### src/rtl/fp32_div.sv
// Sequential IEEE-754 single-precision divider: restoring radix-2 mantissa
// division (one quotient bit per clock), round-to-nearest-even, flush-to-zero.
module fp32_div (
  input  logic        clk,
  input  logic        rst_n,
  input  logic        start,
  input  logic [31:0] a,
  input  logic [31:0] b,
  output logic        busy,
  output logic        done,
  output logic [31:0] result
);

  localparam logic [31:0] ZERO32  = 32'h0000_0000;
  localparam logic [31:0] P_INF32 = 32'h7F80_0000;
  localparam logic [31:0] NAN32   = 32'h7FC0_0000;

  typedef enum logic [1:0] {IDLE, CALC, ROUND} state_t;

  state_t             state;
  logic [4:0]         cnt;
  logic [25:0]        q;
  logic [24:0]        rem;
  logic [23:0]        mb;
  logic               sign_r;
  logic signed [9:0]  exp_r;

  logic        a_zero, a_inf, a_nan, b_zero, b_inf, b_nan, sign_ab;
  logic        is_special;
  logic [31:0] special_res;
  logic [25:0] trial;
  logic        ge;

  // Normalize the 26-bit quotient, apply RNE, then clamp to inf/zero.
  function automatic logic [31:0] round_pack(input logic [25:0]       qv,
                                             input logic              rem_nz,
                                             input logic              s,
                                             input logic signed [9:0] e_in);
    logic [22:0]       frac;
    logic              guard, sticky, rnd;
    logic signed [9:0] e;
    if (qv[25]) begin
      frac   = qv[24:2];
      guard  = qv[1];
      sticky = qv[0] | rem_nz;
      e      = e_in;
    end else begin
      frac   = qv[23:1];
      guard  = qv[0];
      sticky = rem_nz;
      e      = e_in - 10'sd1;
    end
    rnd = guard & (sticky | frac[0]);
    // An all-ones fraction that rounds up wraps to 1.0 at the next exponent.
    if (rnd & (&frac)) e = e + 10'sd1;
    frac = frac + 23'(rnd);
    if (e >= 10'sd255) return {s, P_INF32[30:0]};
    if (e <= 10'sd0)   return {s, ZERO32[30:0]};
    return {s, e[7:0], frac};
  endfunction

  assign a_zero  = (a[30:23] == 8'h00);
  assign b_zero  = (b[30:23] == 8'h00);
  assign a_inf   = (a[30:23] == 8'hFF) && (a[22:0] == 23'h0);
  assign b_inf   = (b[30:23] == 8'hFF) && (b[22:0] == 23'h0);
  assign a_nan   = (a[30:23] == 8'hFF) && (a[22:0] != 23'h0);
  assign b_nan   = (b[30:23] == 8'hFF) && (b[22:0] != 23'h0);
  assign sign_ab = a[31] ^ b[31];

  always_comb begin
    is_special  = 1'b1;
    special_res = NAN32;
    if (a_nan | b_nan | (a_zero & b_zero) | (a_inf & b_inf))
      special_res = NAN32;
    else if (a_inf | b_zero)
      special_res = {sign_ab, P_INF32[30:0]};
    else if (a_zero | b_inf)
      special_res = {sign_ab, ZERO32[30:0]};
    else
      is_special = 1'b0;
  end

  assign trial = {1'b0, rem} - {2'b00, mb};
  assign ge    = ~trial[25];

  // Datapath: operand capture at the start edge, one restoring step per CALC cycle.
  always_ff @(posedge clk) begin
    if (state == IDLE && start) begin
      sign_r <= sign_ab;
      exp_r  <= $signed({2'b00, a[30:23]}) - $signed({2'b00, b[30:23]}) + 10'sd127;
      rem    <= {2'b01, a[22:0]};
      mb     <= {1'b1, b[22:0]};
      q      <= 26'h0;
    end else if (state == CALC) begin
      q   <= {q[24:0], ge};
      rem <= (ge ? trial[24:0] : rem) << 1;
    end
  end

  // Control: handshake, iteration count and the architecturally visible result.
  always_ff @(posedge clk or negedge rst_n) begin
    if (!rst_n) begin
      state  <= IDLE;
      cnt    <= 5'd0;
      busy   <= 1'b0;
      done   <= 1'b0;
      result <= ZERO32;
    end else begin
      done <= 1'b0;
      case (state)
        IDLE: begin
          if (start) begin
            if (is_special) begin
              result <= special_res;
              done   <= 1'b1;
            end else begin
              state <= CALC;
              busy  <= 1'b1;
              cnt   <= 5'd0;
            end
          end
        end
        CALC: begin
          cnt <= cnt + 5'd1;
          if (cnt == 5'd25) state <= ROUND;
        end
        ROUND: begin
          result <= round_pack(q, |rem, sign_r, exp_r);
          done   <= 1'b1;
          busy   <= 1'b0;
          state  <= IDLE;
        end
        default: state <= IDLE;
      endcase
    end
  end

endmodule

### config.mk
export PLATFORM = sky130hd
export DESIGN_NAME = fp32_div
export DESIGN_NICKNAME = d
export VERILOG_FILES = /design/src/rtl/fp32_div.sv
export SDC_FILE = /design/constraint.sdc
export NUM_CORES = 1
export LEC_CHECK = 0
export ABC_CLOCK_PERIOD_IN_PS = 4100
export CORE_MARGIN = 2
export CORE_UTILIZATION = 57
export CTS_CLUSTER_SIZE = 24
export DETAILED_ROUTE_END_ITERATION = 10
export GPL_ROUTABILITY_DRIVEN = 1
export PLACE_DENSITY = 0.81
export SETUP_SLACK_MARGIN = 0.02
export SLEW_MARGIN = 10
export SYNTH_ARGS = -nofsm -noshare
export SYNTH_HDL_FRONTEND = slang
export SYNTH_SLANG_ARGS = --single-unit
### constraint.sdc
create_clock -name clk -period 4.1 [get_ports clk]
set_input_delay 0.615 -clock clk [delete_from_list [all_inputs] [get_ports clk]]
set_output_delay 0.615 -clock clk [all_outputs]
set_load 0.05 [all_outputs]
### Routed metal per tile, run 1

The die is cut into 25 by 25 equal tiles; dark blue is low, red is high, scaled to the fullest tile. Values are wire area over tile area, all layers added.
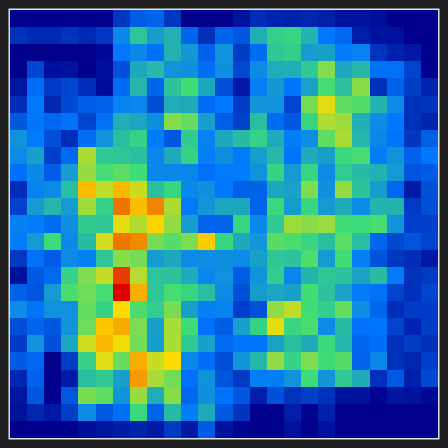
mean over tiles	0.21
emptiest ninth of the die	top left
nearly empty tiles	8.3%
densest ninth of the die	left middle
fullest tile	0.71

### Sequential cells grouped by signal name, run 1

Bar = 20 um. Other sequential cells in the stronger gray, the rest of the logic in the fainter gray.
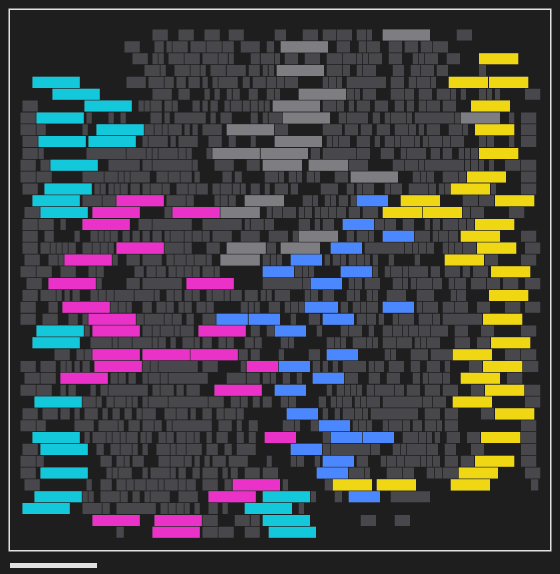
color	netlist name	sequential cells
yellow	`result`	32
blue	`q`	26
cyan	`mb`	23
magenta	`rem`	25
not colored	20

==> results.toml, run 1 <==
# synthesis and place-and-route metrics
[layout]
area_added_between_synthesis_and_finish_pct = 21.5
layout-drive-gt1-share_pct = 6.59
layout.nets = 1141
finalNonFillerCells = 1227
finish.utilization_pct = 71.4

[final_timing]
layout_setup_ws_ns = 0.403
worstMarginPinSlew_ns = 0.883
final-max-slew-violation-count = 0
finalCriticalPeriod_ns = 3.70
slew_headroom_pct = 41.1
maxClockFrequency_mhz = 271
fin_setup_tns_ns = 0
period_used_pct = 90.2
setup-violations-final = 0

[synth]
enable_flop_cells = 57
syn-cell-area_um2 = 8220
async_reset_ff_share_pct = 32.5
netlist.top_cell.by_area = "sky130_fd_sc_hd__edfxtp_1"
netlist-cell-type-count = 70
yosys-stat-area_um2 = 8220
most_common_cell = "sky130_fd_sc_hd__nand2_1"
syn-mean-instance-area_um2 = 8.74
postSynthSeqShare_pct = 40.1
synth.yosys.num_cells = 940
number_of_register_bits_inferred_by_synthesis = 126
postSynth.topFlopCell = "sky130_fd_sc_hd__edfxtp_1"
synth_top_area_share_pct = 20.8
synth.top_cells.by_count = "sky130_fd_sc_hd__nand2_1 (117), sky130_fd_sc_hd__nor2_1 (83), sky130_fd_sc_hd__a21oi_1 (81)"
synth-warning-count = 0

[placement]
gpl_wtd_cong = 0.975
detailed_place_hpwl_um = 14700
dp_slack_ns = 0.475
dp.cells = 1195
buffer_ports.inserted = 100

[drt]
violation_count_after_the_first_detailed_routing_iteration = 591
final_antenna_net_count = 0
final_wirelength_um = 20100
post_detailed_route_via_to_cell_ratio = 6.03
drtPass1Iterations = 5
routed_wire_length_per_instance_um = 16.4
via_count = 7393

[clock_tree]
post-cts-setup-buffer-count = 0
clock_tree_from_tritoncts = "done"
clkSlewWorstSetupHoldPaths_ns = 0.06
cts_sinks = 126
cts_root_buffer = "sky130_fd_sc_hd__clkbuf_16"
htree_num_levels = 4
cts-hold-fix-buffers = 0
cts_resized = 0
cts-buffers-inserted = 17
clk_path_buf_depth = 2

[global_routing]
pin_count_of_the_biggest_net_entering_global_routing = 42
grt_first_pass_wirelength_um = 33100
first_global_vias = 6775
gr-usage-all-layers_pct = 27.4
antenna_found_initial = 0
grt_overflow = 0

[die]
area_of_the_placeable_core_um2 = 14000
top_level_ports = 101
fp_util_pct = 58.7
chip_area_um2 = 15400
rows = 43
die_width_um = 124
die_y_um = 124

[setup_path]
crit_buf_inv = 1
crit_path_top_delay_cell = "sky130_fd_sc_hd__dfxtp_2"
worst-endpoint-required_ns = 4.40
cell_with_the_most_instances_on_the_worst_path = "sky130_fd_sc_hd__ha_1"
worstSetupPathType = "reg2reg"
cp_slowest_stage_delay_ns = 0.80
critPathArrivalTime_ns = 4.00
worst_r2r_start = "q[25]"
worst_setup_path_start_kind = "register"
element_type_at_the_critical_path_end = "register"
worst_path_cell_chain = "a211oi_1 -> nand4_1 -> o221ai_1 -> inv_1 -> ha_1 -> ha_1 -> nand2b_1 -> nor2_4 -> nand3_1 -> a211oi_2 -> and3_1 -> nand2_1 -> mux2i_1 -> nor2_1 -> a221o_1"
critical-path-top-delay-family = "AND-OR/OR-AND gates"
capturing_point_of_the_worst_reg2reg_path = "result[22]"
path_max_fanout = 38

[flow_run]
log.warning_count = 27
timing.max_cap.violations = 0

[power]
power_density_nw_per_um2 = 693
design_power_total_mw = 6.92
power.leakage_nw = 3.93
worst_ir_drop_on_vdd_mv = 0.401

[status]
run_status = "finished clean"
### Clock distribution, run 1

Bar = 20 um.
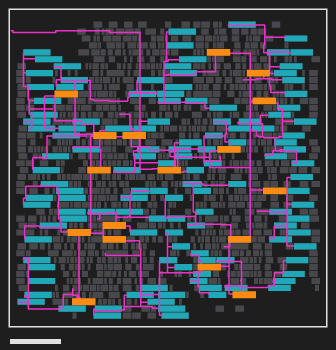
[orange] clock drivers | count: 17
[cyan] flip-flops | count: 126
[magenta] clock wires | length: 1,740 um
flops lie	all over the die
skew final: 0.00892 ns
Clk power: 1.57 mW
Insertion Delay late pin: 0.42 ns
clock group share of total power: 22.7%

==> run 1: worst max path at each step <==
stage / startpoint / to / slack, ns / cells after the start
floorplan: q[25] / result[22] / 0.68 / 17
global placement: q[25] / result[22] / 0.52 / 15
detailed placement: q[25] / result[22] / 0.48 / 15
CTS: q[25] / result[22] / 0.45 / 15
global route: q[25] / result[22] / 0.13 / 15
finish: q[25] / result[22] / 0.40 / 15
==> run 1: cells by family (layout without fill, tap and decap cells) <==
logic type      count (synthesis)  after routing  share of synthesized area (%)
compound gates                231            231                           18.3
xor+xnor                       63             63                           6.71
fa+ha+maj                      40             40                           6.27
flops                         126            126                           40.1
simple gates                  363            363                           21.5
buf+inv                       102            209                           5.21
mux                            15             15                           1.87
==> run 1: flip-flops by register name (all words and copies together), names as in the netlist <==
register	count
state	2
busy	1
rem	25
cnt	5
sign_r	1
mb	23
done	1
result	32
exp_r	10
q	26
==> run 1: report_power, final <==
part           internal, mW  switching (mW)  total [mW]  leakage [nW]
Sequential             1.79           0.433        2.23          1.33
Combinational          1.30            1.82        3.13          2.29
Clock                  1.01           0.561        1.57         0.305
==> run 1: placed cells by master, fill, tap and decap left out, types with 25 or more instances in the layout <==
master                            instances
sky130_fd_sc_hd__nand2_1                117
sky130_fd_sc_hd__clkdlybuf4s50_1         99
sky130_fd_sc_hd__nor2_1                  83
sky130_fd_sc_hd__a21oi_1                 81
sky130_fd_sc_hd__inv_1                   61
sky130_fd_sc_hd__edfxtp_1                57
sky130_fd_sc_hd__o21ai_0                 49
sky130_fd_sc_hd__dfrtp_1                 41
sky130_fd_sc_hd__xnor2_1                 40
sky130_fd_sc_hd__ha_1                    38
sky130_fd_sc_hd__nand3_1                 36
sky130_fd_sc_hd__dfxtp_1                 27
sky130_fd_sc_hd__nor3_1                  25
==> run 1: layer usage <==
layer / wire length (um) / track usage [%]
met3: 1410 / 4.17
met1: 8790 / 37.4
met5: 0 / 0
met4: 448 / 10.8
met2: 9460 / 43.7
==> run 1: cell type report <==
type	instances	area, um^2
Sequential cell	126	3300
Inverter	63	236
Timing Repair Buffer	114	1100
Multi-Input combinational cell	712	4490
Clock inverter	6	65.1
Tap cell	180	225
Fill cell	1070	4010
Clock buffer	26	563
==> run 1: stage by stage <==
| step | hold slack, ns | instance area (um^2) |
|---|---|---|
| after CTS | 0.338 | 9980 |
| after global routing | 0.387 | 9980 |
| after global placement | 0.459 | 9350 |
| after detailed placement | 0.468 | 9350 |
| after floorplan | 0.319 | 8220 |
| final | 0.311 | 9980 |
## Run 2: what changed since run 1
- CAP_MARGIN: unset -> 20
- SKIP_LAST_GASP: unset -> 1
### Cells by drive strength, run 2

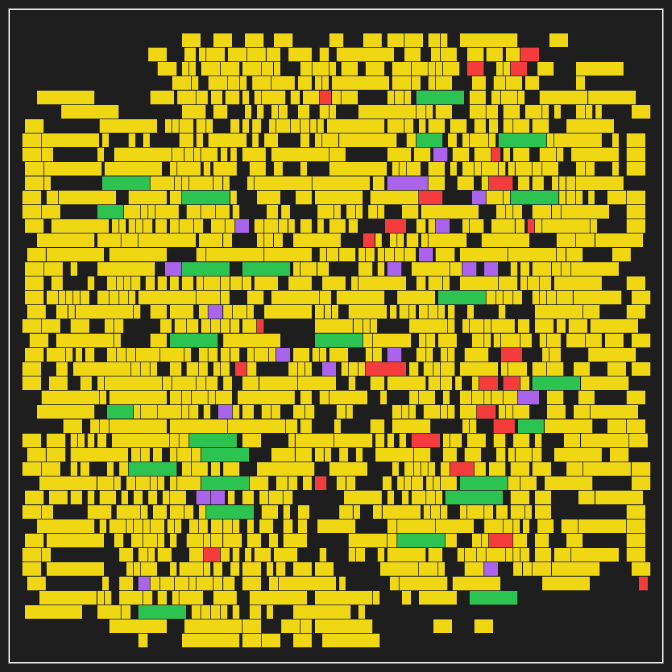
color	size	cells
red	_2 cells	24
green	_6 and larger	25
purple	_3 and _4 cells	20
yellow	_0 and _1 cells	978

==> run 2 against run 1 <==
  * Largest power group unchanged
  * Combinational power is essentially flat
  * Power stayed put
  * Highest routed layer unchanged
  * Register-to-register slack about the same
  * Global-route usage did not move
  * Sequential cell count stayed put
  * Maximum frequency is the same
  * Final cell count unchanged
  * Routed wire length stayed put
  * Setup slack unchanged
  * Non-clock buffer count stayed put
==> results.toml, run 2 <==
# synthesis and place-and-route metrics
[status]
run_status = "finished clean"

[flow_run]
log.warning_count = 27
timing.max_cap.violations = 0

[synth]
postSynthNetCount = 1047
synthesis.instances = 940
synth.yosys.num_cells = 940
synth-warning-count = 0
syn-cell-area_um2 = 8220
yosys-stat-area_um2 = 8220
postSynthSeqShare_pct = 40.1
number_of_register_bits_inferred_by_synthesis = 126
netlist-cell-type-count = 70
synth.area.top_cells = "sky130_fd_sc_hd__edfxtp_1 (21%), sky130_fd_sc_hd__dfrtp_1 (12%), sky130_fd_sc_hd__dfxtp_1 (6.8%)"
synth.top_cells.by_count = "sky130_fd_sc_hd__nand2_1 (117), sky130_fd_sc_hd__nor2_1 (83), sky130_fd_sc_hd__a21oi_1 (81)"
postSynth.topFlopCell = "sky130_fd_sc_hd__edfxtp_1"
syn-mean-instance-area_um2 = 8.74
synth_top_area_share_pct = 20.8
netlist.top_cell.by_area = "sky130_fd_sc_hd__edfxtp_1"
async_reset_ff_share_pct = 32.5
most_common_cell = "sky130_fd_sc_hd__nand2_1"
enable_flop_cells = 57

[placement]
place_area_um2 = 9350
buffer_ports.inserted = 100
dp_slack_ns = 0.475
dp.cells = 1195
detailed_place_hpwl_um = 14700
gpl_wtd_cong = 0.975

[die]
die_width_um = 124
top_level_ports = 101
fp_util_pct = 58.7
area_of_the_placeable_core_um2 = 14000
rows = 43
die_y_um = 124
chip_area_um2 = 15400

[global_routing]
grt_first_pass_wirelength_um = 33100
first_global_vias = 6775
antenna_found_initial = 0
pin_count_of_the_biggest_net_entering_global_routing = 42
gr-usage-all-layers_pct = 27.4
grt_overflow = 0

[drt]
routed_wire_length_per_instance_um = 16.4
violation_count_after_the_first_detailed_routing_iteration = 591
final_wirelength_um = 20100
drt_drc_violations_left = 0
final_antenna_net_count = 0
via_count = 7393
post_detailed_route_via_to_cell_ratio = 6.03
drtPass1Iterations = 5

[setup_path]
worst_setup_path_start_kind = "register"
crit_path_top_delay_cell = "sky130_fd_sc_hd__dfxtp_2"
cell_with_the_most_instances_on_the_worst_path = "sky130_fd_sc_hd__ha_1"
critPathArrivalTime_ns = 4.00
element_type_at_the_critical_path_end = "register"
cp_slowest_stage_delay_ns = 0.80
worst_path_cell_chain = "a211oi_1 -> nand4_1 -> o221ai_1 -> inv_1 -> ha_1 -> ha_1 -> nand2b_1 -> nor2_4 -> nand3_1 -> a211oi_2 -> and3_1 -> nand2_1 -> mux2i_1 -> nor2_1 -> a221o_1"
path_max_fanout = 38
worstSetupPathType = "reg2reg"
critical-path-top-delay-family = "AND-OR/OR-AND gates"
worst-endpoint-required_ns = 4.40
crit_buf_inv = 1

[final_timing]
fin_setup_tns_ns = 0
period_used_pct = 90.2
worstMarginPinSlew_ns = 0.883
finalCriticalPeriod_ns = 3.70
grt_setup_unrepaired = "false"
maxClockFrequency_mhz = 271
hold_viol = 0
fin_worst_hold_slack_ns = 0.311
layout_setup_ws_ns = 0.403
final-max-slew-violation-count = 0
skew_ns = 0.00892
setup-violations-final = 0
slew_headroom_pct = 41.1

[worst_hold_path]
hp-class = "in2async"

[power]
power.leakage_nw = 3.93
design_power_total_mw = 6.92
power_density_nw_per_um2 = 693
worst_ir_drop_on_vdd_mv = 0.401

[clock_tree]
cts_root_buffer = "sky130_fd_sc_hd__clkbuf_16"
cts-hold-fix-buffers = 0
htree_num_levels = 4
insertion_delay_ns = 0.42
cts_sinks = 126
clk_path_buf_depth = 2
clkSlewWorstSetupHoldPaths_ns = 0.06
cts-buffers-inserted = 17
clock_tree_from_tritoncts = "done"
cts_resized = 0
post-cts-setup-buffer-count = 0

[layout]
largest_register = "result"
final_layout_top_logic_cells = "sky130_fd_sc_hd__nand2_1 (117), sky130_fd_sc_hd__clkdlybuf4s50_1 (99), sky130_fd_sc_hd__nor2_1 (83)"
largest_reg_flops = 32
reg.largest.list = "result (32), q (26), rem (25)"
area_added_between_synthesis_and_finish_pct = 21.5
antenna_cells_inserted = 0
layout.nets = 1141
finish.utilization_pct = 71.4
layout-drive-gt1-share_pct = 6.59
fin_area_um2 = 9980
final_layout_top_logic_cell = "sky130_fd_sc_hd__nand2_1"
finalNonFillerCells = 1227
-- run 2: cell counts after synthesis --
Identical to the previous run, type by type.
-- run 2: cell families (layout without fill, tap and decap cells) --
family / Yosys count / in the layout / synth area share, %
compound gates: 231 / 231 / 18.3
flops: 126 / 126 / 40.1
mux: 15 / 15 / 1.87
xor+xnor: 63 / 63 / 6.71
fa+ha+maj: 40 / 40 / 6.27
buf+inv: 102 / 209 / 5.21
simple gates: 363 / 363 / 21.5
-- run 2: final timing paths --
path                       startpoint          to  slack (ns)  cells after the start
setup reg to reg                q[25]  result[22]        0.40                     15
hold / removal                  rst_n  result[19]        0.31                      1
min in group clk               sign_r  result[31]        0.48                      2
max in group asynchronous       rst_n      cnt[4]        3.22                      1
hold reg to reg                sign_r  result[31]        0.48                      2
setup / recovery                q[25]  result[22]        0.40                     15
-- run 2: area by class of cell --
| type | count | area (um^2) |
|---|---|---|
| inverter | 63 | 236 |
| timing repair buffer | 114 | 1100 |
| tap | 180 | 225 |
| multi-input combinational | 712 | 4490 |
| fill | 1070 | 4010 |
| clock buffer | 26 | 563 |
| sequential | 126 | 3300 |
| clock inverter | 6 | 65.1 |
-- run 2: routing by layer --
metal / up-vias / share of wire, % / global-route usage, %
li1: 3587 / - / -
met1: 3454 / 44 / 37.4
met2: 311 / 47 / 43.7
met3: 41 / 7.0 / 4.17
met4: 0 / 2.2 / 10.8
met5: - / 0 / 0
-- run 2: worst reg2reg max path: stages, from the launching register on --
cell and delay, ns:
sky130_fd_sc_hd__dfxtp_2 0.80, sky130_fd_sc_hd__a211oi_1 0.23, sky130_fd_sc_hd__nand4_1 0.18, sky130_fd_sc_hd__o221ai_1 0.26
sky130_fd_sc_hd__inv_1 0.13, sky130_fd_sc_hd__ha_1 0.17, sky130_fd_sc_hd__ha_1 0.21, sky130_fd_sc_hd__nand2b_1 0.14
sky130_fd_sc_hd__nor2_4 0.16, sky130_fd_sc_hd__nand3_1 0.14, sky130_fd_sc_hd__a211oi_2 0.28, sky130_fd_sc_hd__and3_1 0.23
sky130_fd_sc_hd__nand2_1 0.08, sky130_fd_sc_hd__mux2i_1 0.17, sky130_fd_sc_hd__nor2_1 0.08, sky130_fd_sc_hd__a221o_1 0.31
-- run 2: power breakdown --
part / total (mW) / internal, mW / switching (mW) / leakage, nW
Combinational: 3.13 / 1.30 / 1.82 / 2.29
Sequential: 2.23 / 1.79 / 0.433 / 1.33
Clock: 1.57 / 1.01 / 0.561 / 0.305
## Run 3: what changed since run 2
- CAP_MARGIN: 20 -> 5
### Sequential cells grouped by signal name, run 3

Bar = 20 um. Other sequential cells in the stronger gray, the rest of the logic in the fainter gray.
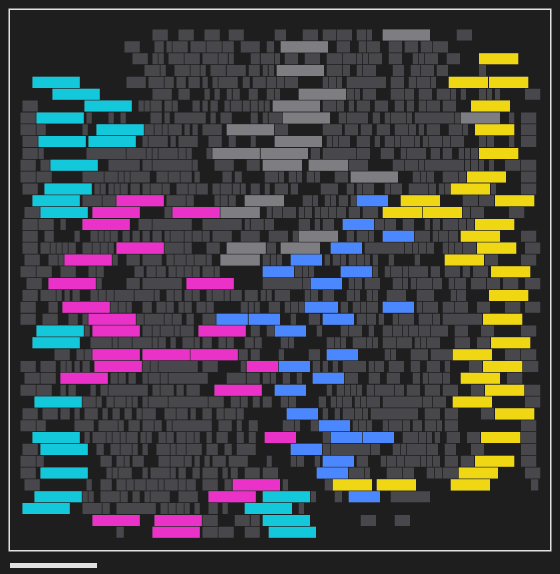
color	netlist name	sequential cells
magenta	`rem`	25
blue	`q`	26
cyan	`mb`	23
yellow	`result`	32

==> run 3 against run 2 <==
  * Maximum frequency did not move
  * Clock-buffer cell count did not move
  * Combinational power is essentially flat
  * First-iteration DRC count unchanged
  * Clock power about the same
  * Synthesized cell count stayed put
  * Final cell count is the same
  * Critical path depth did not move
  * Non-clock buffer count stayed put
  * Sequential cell count unchanged
==> results.toml, run 3 <==
# synthesis and place-and-route metrics
[status]
run_status = "finished clean"

[setup_path]
path_max_fanout = 38
critPathArrivalTime_ns = 4.00
critical-path-top-delay-family = "AND-OR/OR-AND gates"
element_type_at_the_critical_path_end = "register"
cell_with_the_most_instances_on_the_worst_path = "sky130_fd_sc_hd__ha_1"
worst_path_cell_chain = "a211oi_1 -> nand4_1 -> o221ai_1 -> inv_1 -> ha_1 -> ha_1 -> nand2b_1 -> nor2_4 -> nand3_1 -> a211oi_2 -> and3_1 -> nand2_1 -> mux2i_1 -> nor2_1 -> a221o_1"
crit_buf_inv = 1
worst-endpoint-required_ns = 4.40
worst_setup_path_start_kind = "register"
cp_slowest_stage_delay_ns = 0.80
worstSetupPathType = "reg2reg"
crit_path_top_delay_cell = "sky130_fd_sc_hd__dfxtp_2"

[synth]
postSynthSeqShare_pct = 40.1
syn-cell-area_um2 = 8220
yosys-stat-area_um2 = 8220
synth.yosys.num_cells = 940
postSynth.topFlopCell = "sky130_fd_sc_hd__edfxtp_1"
synth.area.top_cells = "sky130_fd_sc_hd__edfxtp_1 (21%), sky130_fd_sc_hd__dfrtp_1 (12%), sky130_fd_sc_hd__dfxtp_1 (6.8%)"
netlist.top_cell.by_area = "sky130_fd_sc_hd__edfxtp_1"
syn-mean-instance-area_um2 = 8.74
synth_top_area_share_pct = 20.8
most_common_cell = "sky130_fd_sc_hd__nand2_1"
netlist-cell-type-count = 70
async_reset_ff_share_pct = 32.5
synth.top_cells.by_count = "sky130_fd_sc_hd__nand2_1 (117), sky130_fd_sc_hd__nor2_1 (83), sky130_fd_sc_hd__a21oi_1 (81)"
synthesis.instances = 940
enable_flop_cells = 57
synth-warning-count = 0
postSynthNetCount = 1047
number_of_register_bits_inferred_by_synthesis = 126

[flow_run]
timing.max_cap.violations = 0
log.warning_count = 27

[layout]
area_added_between_synthesis_and_finish_pct = 21.5
largest_register = "result"
reg.largest.list = "result (32), q (26), rem (25)"
layout.nets = 1141
final_layout_top_logic_cell = "sky130_fd_sc_hd__nand2_1"
largest_reg_flops = 32
finish.utilization_pct = 71.4
finalNonFillerCells = 1227
layout-drive-gt1-share_pct = 6.59
final_layout_top_logic_cells = "sky130_fd_sc_hd__nand2_1 (117), sky130_fd_sc_hd__clkdlybuf4s50_1 (99), sky130_fd_sc_hd__nor2_1 (83)"
antenna_cells_inserted = 0

[global_routing]
pin_count_of_the_biggest_net_entering_global_routing = 42
first_global_vias = 6775
antenna_found_initial = 0
grt_overflow = 0
grt_first_pass_wirelength_um = 33100
gr-usage-all-layers_pct = 27.4

[clock_tree]
htree_num_levels = 4
post-cts-setup-buffer-count = 0
clk_path_buf_depth = 2
clkSlewWorstSetupHoldPaths_ns = 0.06
cts-buffers-inserted = 17
cts_root_buffer = "sky130_fd_sc_hd__clkbuf_16"
clock_tree_from_tritoncts = "done"
cts_resized = 0
cts-hold-fix-buffers = 0
insertion_delay_ns = 0.42
cts_sinks = 126

[final_timing]
period_used_pct = 90.2
final-max-slew-violation-count = 0
maxClockFrequency_mhz = 271
slew_headroom_pct = 41.1
skew_ns = 0.00892
worstMarginPinSlew_ns = 0.883
hold_viol = 0
fin_worst_hold_slack_ns = 0.311
finalCriticalPeriod_ns = 3.70
grt_setup_unrepaired = "false"
setup-violations-final = 0
layout_setup_ws_ns = 0.403
fin_setup_tns_ns = 0

[power]
worst_ir_drop_on_vdd_mv = 0.401
power_density_nw_per_um2 = 693
power.leakage_nw = 3.93

[die]
fp_util_pct = 58.7
top_level_ports = 101
area_of_the_placeable_core_um2 = 14000
die_y_um = 124
die_width_um = 124
chip_area_um2 = 15400
rows = 43

[placement]
detailed_place_hpwl_um = 14700
dp.cells = 1195
dp_slack_ns = 0.475
gpl_wtd_cong = 0.975
buffer_ports.inserted = 100

[drt]
final_wirelength_um = 20100
routed_wire_length_per_instance_um = 16.4
final_antenna_net_count = 0
via_count = 7393
post_detailed_route_via_to_cell_ratio = 6.03
drtPass1Iterations = 5
drt_drc_violations_left = 0
violation_count_after_the_first_detailed_routing_iteration = 591

[worst_hold_path]
hp-class = "in2async"
-- run 3: cell counts in the layout (fill, tap and decap cells not counted) --
Identical to the previous run, type by type.
-- run 3: logic make-up (layout without fill, tap and decap cells) --
| logic type | after synthesis | count (layout) | share of synthesized area [%] |
|---|---|---|---|
| AND/OR/NAND/NOR | 363 | 363 | 21.5 |
| AND-OR/OR-AND | 231 | 231 | 18.3 |
| flip-flops | 126 | 126 | 40.1 |
| buffers and inverters | 102 | 209 | 5.21 |
| XOR/XNOR | 63 | 63 | 6.71 |
| adder cells (fa/ha/maj) | 40 | 40 | 6.27 |
| multiplexers | 15 | 15 | 1.87 |
-- run 3: per-stage QoR --
step	power [mW]	area [um^2]
after floorplan	4.48	8220
after global placement	5.19	9350
after detailed placement	5.26	9350
after CTS	6.86	9980
after global routing	7.37	9980
final	6.92	9980
-- run 3: final timing paths --
path	from	end	slack, ns	cells past startpoint
setup / recovery	q[25]	result[22]	0.40	15
hold / removal	rst_n	result[19]	0.31	1
setup reg to reg	q[25]	result[22]	0.40	15
hold reg to reg	sign_r	result[31]	0.48	2
max in group asynchronous	rst_n	cnt[4]	3.22	1
min in group clk	sign_r	result[31]	0.48	2
-- run 3: per-layer routing --
layer	global-route usage, %	part of all wire, %	vias up
met2	43.7	47	311
met1	37.4	44	3454
met3	4.17	7.0	41
met5	0	0	-
li1	-	-	3587
met4	10.8	2.2	0
-- run 3: layout make-up --
class | count | area (um^2)
flip-flops and latches | 126 | 3300
fillers | 1070 | 4010
clock buffers | 26 | 563
repair buffers | 114 | 1100
clock inverters | 6 | 65.1
multi-input cells | 712 | 4490
inverters | 63 | 236
well taps | 180 | 225
-- run 3: report_power, final --
part | switching, mW | internal, mW | total (mW) | leakage, nW
clock network | 0.561 | 1.01 | 1.57 | 0.305
logic | 1.82 | 1.30 | 3.13 | 2.29
registers | 0.433 | 1.79 | 2.23 | 1.33
Power and IR drop assume default switching activity.
